===== src/rtl/btn_pkg.sv =====
// -----------------------------------------------------------------------------
// btn_pkg
// Shared definitions for the debounced button event FIFO.
//   - Bit positions of the 32-bit event word presented on rd_data.
//   - Event record stored in each FIFO entry (kind + channel index).
//   - pack_word(): builds the rd_data word for a valid head entry.
// -----------------------------------------------------------------------------
package btn_pkg;

  // rd_data field positions
  localparam int VALID_BIT = 31;
  localparam int OVF_BIT   = 30;
  localparam int COUNT_LSB = 16;
  localparam int COUNT_W   = 8;
  localparam int REL_BIT   = 8;
  localparam int IDX_MSB   = 4;
  localparam int IDX_W     = IDX_MSB + 1;

  // Kind of event held in a FIFO entry
  typedef enum logic {
    EVT_PRESS   = 1'b0,
    EVT_RELEASE = 1'b1
  } evt_kind_e;

  // One FIFO entry
  typedef struct packed {
    evt_kind_e        kind;
    logic [IDX_W-1:0] idx;
  } evt_t;

  // Assemble the event word for a non-empty FIFO; unused bits stay zero.
  function automatic logic [31:0] pack_word(
    input logic               ovf,
    input logic [COUNT_W-1:0] cnt,
    input evt_t               evt
  );
    logic [31:0] word;
    word                          = 32'h0000_0000;
    word[VALID_BIT]               = 1'b1;
    word[OVF_BIT]                 = ovf;
    word[COUNT_LSB +: COUNT_W]    = cnt;
    word[REL_BIT]                 = (evt.kind == EVT_RELEASE) ? 1'b1 : 1'b0;
    word[IDX_MSB:0]               = evt.idx;
    return word;
  endfunction

endpackage


===== src/rtl/btn_debounce.sv =====
// -----------------------------------------------------------------------------
// btn_debounce
// One button channel: 2-flop synchroniser followed by a stability counter.
// The debounced level flips only after the synchronised input has disagreed
// with it for DEBOUNCE_CYCLES consecutive clocks; any agreement in between
// restarts the count from zero.
//
// Ports
//   clock     in   single clock
//   reset_n   in   asynchronous active-low reset (level returns to 0)
//   btn_async in   raw asynchronous button level, active-high
//   level     out  current debounced level (registered)
//   change    out  high in the cycle whose rising edge flips 'level';
//                  decoded from registers only, so it is glitch-free
// -----------------------------------------------------------------------------
module btn_debounce #(
  parameter int DEBOUNCE_CYCLES = 500000
) (
  input  logic clock,
  input  logic reset_n,
  input  logic btn_async,
  output logic level,
  output logic change
);

  localparam int CW = (DEBOUNCE_CYCLES > 1) ? $clog2(DEBOUNCE_CYCLES) : 1;
  localparam logic [CW-1:0] CNT_MAX = CW'(DEBOUNCE_CYCLES - 1);

  logic          sync1_r;
  logic          sync2_r;
  logic          level_r;
  logic [CW-1:0] cnt_r;
  logic          differ_s;

  // Two-stage synchroniser for the asynchronous button input
  always_ff @(posedge clock or negedge reset_n) begin
    if (!reset_n) begin
      sync1_r <= 1'b0;
      sync2_r <= 1'b0;
    end else begin
      sync1_r <= btn_async;
      sync2_r <= sync1_r;
    end
  end

  assign differ_s = (sync2_r != level_r);

  // Stability counter; the count reaching CNT_MAX while still differing
  // means this is the DEBOUNCE_CYCLES-th consecutive differing cycle.
  always_ff @(posedge clock or negedge reset_n) begin
    if (!reset_n) begin
      cnt_r   <= '0;
      level_r <= 1'b0;
    end else if (differ_s) begin
      if (cnt_r == CNT_MAX) begin
        level_r <= sync2_r;
        cnt_r   <= '0;
      end else begin
        cnt_r   <= cnt_r + 1'b1;
      end
    end else begin
      cnt_r <= '0;
    end
  end

  assign level  = level_r;
  assign change = differ_s & (cnt_r == CNT_MAX);

endmodule


===== src/rtl/btn_event_fifo.sv =====
// -----------------------------------------------------------------------------
// btn_event_fifo
// Debounces NUM_BTN button inputs and queues press events (and, optionally,
// release events) in a DEPTH-entry show-ahead FIFO read through a single
// 32-bit MMIO-style word.
//
// Optional feature: define BTN_RELEASE_EVT_EN to also queue release events
// (rd_data[8]=1). Without it only press events are generated.
//
// Ports
//   clock    in   single clock
//   reset_n  in   asynchronous active-low reset
//   btn_in   in   raw button levels [NUM_BTN-1:0], active-high
//   rd_en    in   pop strobe; ignored while empty
//   clr      in   synchronous flush of FIFO, pending events and overflow
//   rd_data  out  head event word: [31] valid, [30] overflow,
//                 [23:16] entry count, [8] release, [4:0] channel; 0 if empty
//   empty    out  FIFO holds no entries
//   full     out  FIFO holds DEPTH entries
//   overflow out  sticky: an event was dropped because the FIFO was full
// -----------------------------------------------------------------------------
module btn_event_fifo
  import btn_pkg::*;
#(
  parameter int NUM_BTN         = 4,
  parameter int DEPTH           = 8,
  parameter int DEBOUNCE_CYCLES = 500000
) (
  input  logic               clock,
  input  logic               reset_n,
  input  logic [NUM_BTN-1:0] btn_in,
  input  logic               rd_en,
  input  logic               clr,
  output logic [31:0]        rd_data,
  output logic               empty,
  output logic               full,
  output logic               overflow
);

  localparam int PW = $clog2(DEPTH);
  localparam int CW = PW + 1;

  // Debounced levels and one-cycle change strobes per channel
  logic [NUM_BTN-1:0] level_s;
  logic [NUM_BTN-1:0] change_s;
  logic [NUM_BTN-1:0] press_s;
  logic [NUM_BTN-1:0] press_pend_r;
  logic [NUM_BTN-1:0] press_cand_s;
  logic [NUM_BTN-1:0] press_take_s;
`ifdef BTN_RELEASE_EVT_EN
  logic [NUM_BTN-1:0] rel_s;
  logic [NUM_BTN-1:0] rel_pend_r;
  logic [NUM_BTN-1:0] rel_cand_s;
  logic [NUM_BTN-1:0] rel_take_s;
`endif

  // FIFO state
  evt_t              mem_r [DEPTH];
  logic [PW-1:0]     wr_ptr_r;
  logic [PW-1:0]     rd_ptr_r;
  logic [CW-1:0]     count_r;
  logic              overflow_r;

  logic              empty_s;
  logic              full_s;
  logic              pop_s;
  logic              sel_valid_s;
  evt_t              sel_evt_s;
  logic              push_s;
  logic              drop_s;
  evt_t              head_evt_s;
  logic [COUNT_W-1:0] count8_s;

  // Per-channel synchroniser + debounce
  for (genvar g = 0; g < NUM_BTN; g++) begin : g_deb
    btn_debounce #(
      .DEBOUNCE_CYCLES (DEBOUNCE_CYCLES)
    ) u_deb (
      .clock     (clock),
      .reset_n   (reset_n),
      .btn_async (btn_in[g]),
      .level     (level_s[g]),
      .change    (change_s[g])
    );
  end

  // 'level' still holds the old value while 'change' is high, so a change
  // from 0 is a press and a change from 1 is a release.
  assign press_s      = change_s & ~level_s;
  assign press_cand_s = press_pend_r | press_s;
`ifdef BTN_RELEASE_EVT_EN
  assign rel_s        = change_s & level_s;
  assign rel_cand_s   = rel_pend_r | rel_s;
`endif

  assign empty_s = (count_r == '0);
  assign full_s  = (count_r == CW'(DEPTH));
  assign pop_s   = rd_en & ~empty_s;

  // Priority pick of the single event to push this cycle. Scanning from the
  // top down lets the lowest index win; press beats release on one channel.
  always_comb begin
    sel_valid_s  = 1'b0;
    sel_evt_s    = '{kind: EVT_PRESS, idx: '0};
    press_take_s = '0;
`ifdef BTN_RELEASE_EVT_EN
    rel_take_s   = '0;
`endif
    for (int i = NUM_BTN - 1; i >= 0; i--) begin
      if (press_cand_s[i]) begin
        sel_valid_s     = 1'b1;
        sel_evt_s       = '{kind: EVT_PRESS, idx: IDX_W'(i)};
        press_take_s    = '0;
        press_take_s[i] = 1'b1;
`ifdef BTN_RELEASE_EVT_EN
        rel_take_s      = '0;
`endif
      end
`ifdef BTN_RELEASE_EVT_EN
      else if (rel_cand_s[i]) begin
        sel_valid_s   = 1'b1;
        sel_evt_s     = '{kind: EVT_RELEASE, idx: IDX_W'(i)};
        press_take_s  = '0;
        rel_take_s    = '0;
        rel_take_s[i] = 1'b1;
      end
`endif
      else begin
      end
    end
  end

  // A full FIFO still accepts a push when the same edge pops an entry.
  assign push_s = sel_valid_s & (~full_s | pop_s);
  assign drop_s = sel_valid_s & full_s & ~pop_s;

  // Pending bits: set by new events (coalescing repeats), cleared when the
  // selected event is either pushed or dropped.
  always_ff @(posedge clock or negedge reset_n) begin
    if (!reset_n) begin
      press_pend_r <= '0;
    end else if (clr) begin
      press_pend_r <= '0;
    end else begin
      press_pend_r <= press_cand_s & ~press_take_s;
    end
  end

`ifdef BTN_RELEASE_EVT_EN
  // Release pending bits, kept separately from the press bits
  always_ff @(posedge clock or negedge reset_n) begin
    if (!reset_n) begin
      rel_pend_r <= '0;
    end else if (clr) begin
      rel_pend_r <= '0;
    end else begin
      rel_pend_r <= rel_cand_s & ~rel_take_s;
    end
  end
`endif

  // Entry storage
  always_ff @(posedge clock or negedge reset_n) begin
    if (!reset_n) begin
      for (int i = 0; i < DEPTH; i++) begin
        mem_r[i] <= '{kind: EVT_PRESS, idx: '0};
      end
    end else if (push_s && !clr) begin
      mem_r[wr_ptr_r] <= sel_evt_s;
    end else begin
      mem_r[wr_ptr_r] <= mem_r[wr_ptr_r];
    end
  end

  // Pointers, occupancy and sticky overflow; clr overrides push/pop.
  always_ff @(posedge clock or negedge reset_n) begin
    if (!reset_n) begin
      wr_ptr_r   <= '0;
      rd_ptr_r   <= '0;
      count_r    <= '0;
      overflow_r <= 1'b0;
    end else if (clr) begin
      wr_ptr_r   <= '0;
      rd_ptr_r   <= '0;
      count_r    <= '0;
      overflow_r <= 1'b0;
    end else begin
      if (push_s) begin
        wr_ptr_r <= wr_ptr_r + 1'b1;
      end else begin
        wr_ptr_r <= wr_ptr_r;
      end
      if (pop_s) begin
        rd_ptr_r <= rd_ptr_r + 1'b1;
      end else begin
        rd_ptr_r <= rd_ptr_r;
      end
      case ({push_s, pop_s})
        2'b10:   count_r <= count_r + 1'b1;
        2'b01:   count_r <= count_r - 1'b1;
        default: count_r <= count_r;
      endcase
      if (drop_s) begin
        overflow_r <= 1'b1;
      end else begin
        overflow_r <= overflow_r;
      end
    end
  end

  // Show-ahead head word; all-zero while the FIFO is empty
  assign head_evt_s = mem_r[rd_ptr_r];
  assign count8_s   = COUNT_W'(count_r);

  always_comb begin
    if (empty_s) begin
      rd_data = 32'h0000_0000;
    end else begin
      rd_data = pack_word(overflow_r, count8_s, head_evt_s);
    end
  end

  assign empty    = empty_s;
  assign full     = full_s;
  assign overflow = overflow_r;

endmodule

===== config.mk =====
export PLATFORM = sky130hd
export DESIGN_NAME = btn_event_fifo
export DESIGN_NICKNAME = d
export VERILOG_FILES = /design/src/rtl/btn_pkg.sv /design/src/rtl/btn_debounce.sv /design/src/rtl/btn_event_fifo.sv
export SDC_FILE = /design/constraint.sdc
export NUM_CORES = 1
export LEC_CHECK = 0
export CAP_MARGIN = 20
export CORE_MARGIN = 2
export CORE_UTILIZATION = 41
export CTS_CLUSTER_SIZE = 20
export DETAILED_ROUTE_END_ITERATION = 10
export DONT_BUFFER_PORTS = 1
export SYNTH_ARGS = -nofsm -noshare
export SYNTH_HDL_FRONTEND = slang
export SYNTH_SLANG_ARGS = --single-unit

===== constraint.sdc =====
create_clock -name clock -period 3.1 [get_ports clock]
set_clock_uncertainty 0.2 [all_clocks]
set_input_delay 0.62 -clock clock [delete_from_list [all_inputs] [get_ports clock]]
set_output_delay 0.62 -clock clock [all_outputs]
set_load 0.05 [all_outputs]

==> flow_metrics.tcl <==
# yosys + openroad results
set metrics [dict create \
    drt_pass1_iterations 5 \
    hp-class "input pin to asynchronous set/reset pin" \
    drv_cap 0 \
    avgSynthCellArea_um2 9.98 \
    aoi_share_pct 9.53 \
    hold_buffers 3 \
    drv_slew 0 \
    path_clk_slew_ns 0.06 \
    cts_tree "yes" \
    synth_cells 763 \
    drt_iter0_drc 265 \
    tool_warnings 31 \
    ant_nets 0 \
    die_h_um 140 \
    cts_buffer_depth 2 \
    core_area_mm2 0.0181 \
    cts_buffers 17 \
    hold_viol 150 \
    final_cell_mix "dfrtp_1, nor2_1, nand2_1" \
    root_buffer "clkbuf_16" \
    whs_ns -0.303 \
    violations "hold timing" \
    adder_share_pct 1.31 \
    ios 43 \
    tightest_slew_ns 0.755 \
    vdd_drop_max_mv 0.341 \
    relSlewSlack_pct 49.6 \
    floorplan.core_util_pct 42.1 \
    grt_pass1_vias 5428 \
    finalClockPeriodUsage_pct 95.4 \
    synth-main-ff-cell "dfrtp_1" \
    rsz0062_at_grt "no" \
    required_ns 2.28 \
    ys_ff 150 \
    crit_arrival_ns 2.14 \
    numClockSinks 150 \
    area_growth_pct 11.2 \
    setup_viol_count_final 0 \
    status "complete, but fails checks" \
    netlist_area_mm2 0.00762 \
    port_buffers 0 \
    mux_area_share_pct 6.60 \
    synthTopLogicFamily "simple AND/OR/NAND/NOR gates" \
    setup.worst_path.start_class "register" \
    clk_latency_ns 0.43 \
    top_cells_by_area "dfrtp_1, xor2_1, nor2_1" \
    die_area_mm2 0.0197 \
    yosysTopAreaCellShare_pct 49.3 \
    reg2reg_depth 12 \
    ys_sh_xor_pct 8.28 \
    grt_max_degree 151 \
    tns_ns 0 \
    ys_area_mm2 0.00762 \
    largest_area_cell "dfrtp_1" \
    grt_pass1_wl_mm 27.1 \
    vias_per_cell 5.33 \
    total_power_uw 5170 \
    ys_seq_share_pct 49.3 \
    max_freq_mhz 338 \
    globalplace.congestion 0.802 \
    num-nets-final 789 \
    crit_type "register to output port" \
    end_kind "output port" \
]
==> stage by stage <==
stage               instances  cell area [um^2]  worst slack [ns]
floorplan                 782              7690           -0.0746
global placement          979              7850             0.247
detailed placement        979              7850             0.131
CTS                      1014              8460             0.108
global route             1015              8470           0.00793
finish                   1015              8470             0.144
==> flip-flops by register name (all words and copies together), names as in the netlist <==
register,cells
g_deb.u_deb.cnt_r,76
mem_r,48
count_r,4
g_deb.u_deb.level,4
g_deb.u_deb.sync1_r,4
g_deb.u_deb.sync2_r,4
press_pend_r,3
rd_ptr_r,3
wr_ptr_r,3
overflow,1
==> final timing paths <==
check,to,startpoint,slack (ns)
min reg2reg,g_deb[1].u_deb.sync2_r$_DFF_PN0_,g_deb[1].u_deb.sync1_r$_DFF_PN0_,0.15
max,rd_data[1],count_r[1]$_DFFE_PN0P_,0.14
max in group asynchronous,g_deb[3].u_deb.cnt_r[6]$_DFF_PN0_,reset_n,2.69
max reg2reg,count_r[3]$_DFFE_PN0P_,g_deb[3].u_deb.cnt_r[0]$_DFF_PN0_,0.20
min,g_deb[3].u_deb.cnt_r[11]$_DFF_PN0_,reset_n,-0.30
min in group clock,g_deb[0].u_deb.sync1_r$_DFF_PN0_,btn_in[0],0.02
==> cells in the mapped netlist (2+ instances only) <==
cell type  count
a21o_1         2
a21o_2         3
a21oi_1       19
a221oi_1       2
a222oi_1       2
a22o_1         3
a22oi_1        3
a31oi_1        3
a41oi_4        2
and2_1         6
and3_1        13
and4_1         4
buf_1          6
buf_2          3
buf_4         21
clkbuf_1      24
dfrtp_1      150
ha_1           8
inv_1         13
mux2_2         5
mux2i_1       14
mux4_2        13
nand2_1      102
nand2b_1       2
nand3_1       30
nand3b_1       3
nand4_1        8
nand4b_1       2
nand4bb_1      2
nor2_1       104
nor2b_1        4
nor3_1        12
nor3b_1        2
nor4_1         2
nor4b_1        4
o21a_1         2
o21ai_0       50
o21ai_2        8
or2_2          3
or3_1         10
or4_1          2
xnor2_1       26
xor2_1        46
==> power breakdown <==
| part | switching, uW | internal (uW) |
|---|---|---|
| Sequential | 64.8 | 2040 |
| Clock | 815 | 1210 |
| Combinational | 709 | 335 |
==> area by class of cell <==
type                    instances  area (um^2)  share of cell area (%)
repair buffers                 27          210                    2.48
flip-flops and latches        150         3750                    44.3
clock inverters                11          126                    1.49
multi-input cells             564         3590                    42.4
clock buffers                  21          450                    5.32
well taps                     229          287                    3.38
inverters                      13         48.8                   0.576
==> per-layer routing <==
metal / share of wire, % / global-route usage, % / vias to the layer above
li1: - / - / 2599
met1: 46 / 23.4 / 2666
met2: 46 / 26.0 / 121
met3: 5.3 / 4.48 / 22
met4: 2.0 / 6.75 / 0
met5: 0 / 0 / -
==> worst max-delay path: stages, from the launching register on <==
cell and delay [ns]:
dfrtp_1 0.37, or4_1 0.65, inv_1 0.33, nor2_1 0.14
buf_4 0.21
==> timing repair <==
action,4_1_cts,5_1_grt
setup endpoints to repair,0,1
endpoints found under the hold margin,153,150
buffers inserted,0,1
resized,0,1
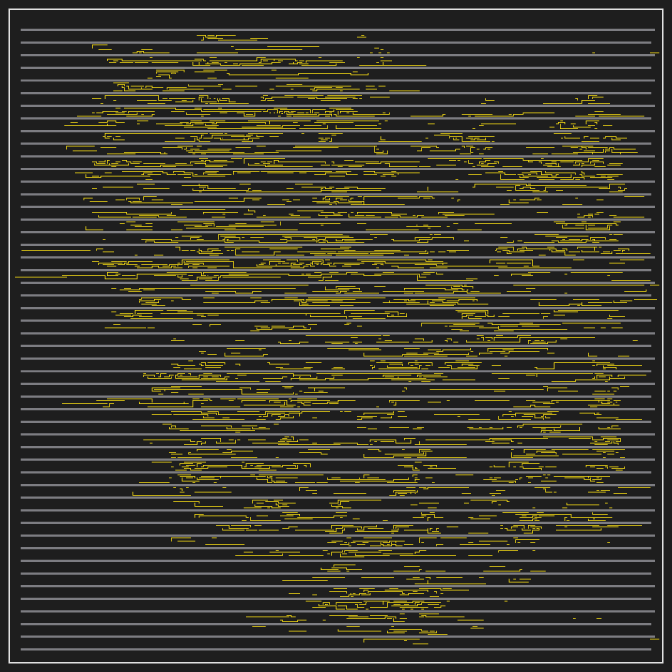
Figure 1: signal wires on met1.
Supply wires on this layer in gray.
nets with wire on the layer	742
share of all routed wire	46%
longest straight run	38.6 um
wire length on this layer	7240 um
main direction	horizontal
WL final: 15.6 mm
GR Layer Usage met1: 23.4%
via count: 5408

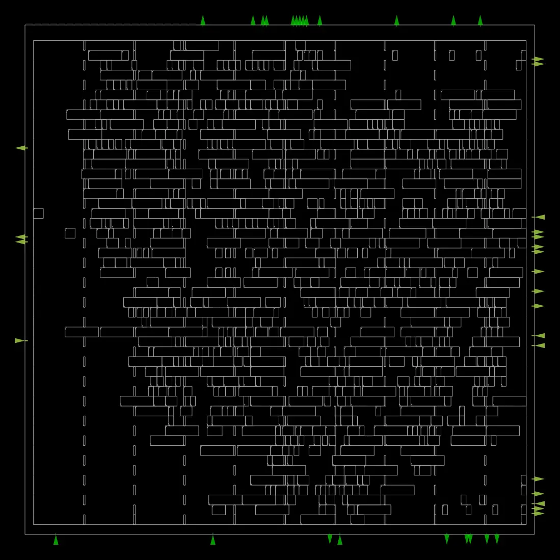
Figure 2: cell outlines without signal wires.
fillers: 1662
flop share of the area: 44.3%
Tap Cells: 229
final core occ: 46.8%

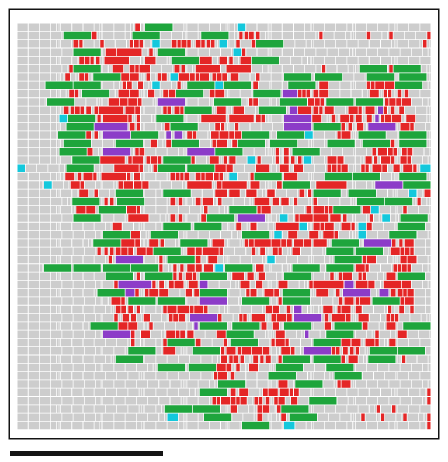
Figure 3: placement by cell class.
The bar under the picture is 50 um long. Fill, decap, tap and diode cells in gray.
color	class	cells
cyan	remaining buffers and delay cells	27
red	combinational and other logic	577
green	sequential cells	150
purple	clock drivers and dummy loads	32

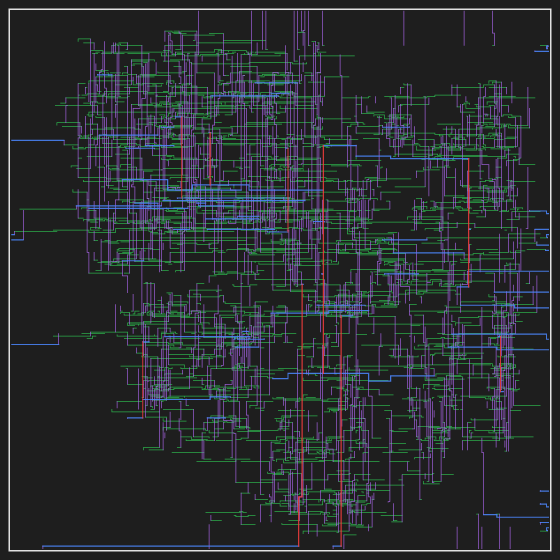
Figure 4: metal layers overlaid.
color	layer	wire length
red	metal 4	312 um
blue	metal 3	828 um
green	metal 1	7240 um
purple	metal 2	7250 um

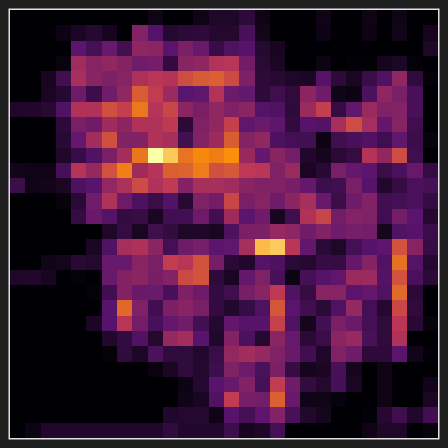
Figure 5: routed metal per tile.
The die is cut into 28 by 28 equal tiles; black is low, pale yellow is high, scaled to the fullest tile. Values are wire area over tile area, all layers added.
nearly empty tiles	25%
mean over tiles	0.13
emptiest ninth of the die	lower left
tiles over half the peak	6.8%
densest ninth of the die	center
fullest tile	0.64
total track usage: 17.1%
WL/cell: 15.4 um

No activity file was given, so power comes from the tool's default toggle rates.
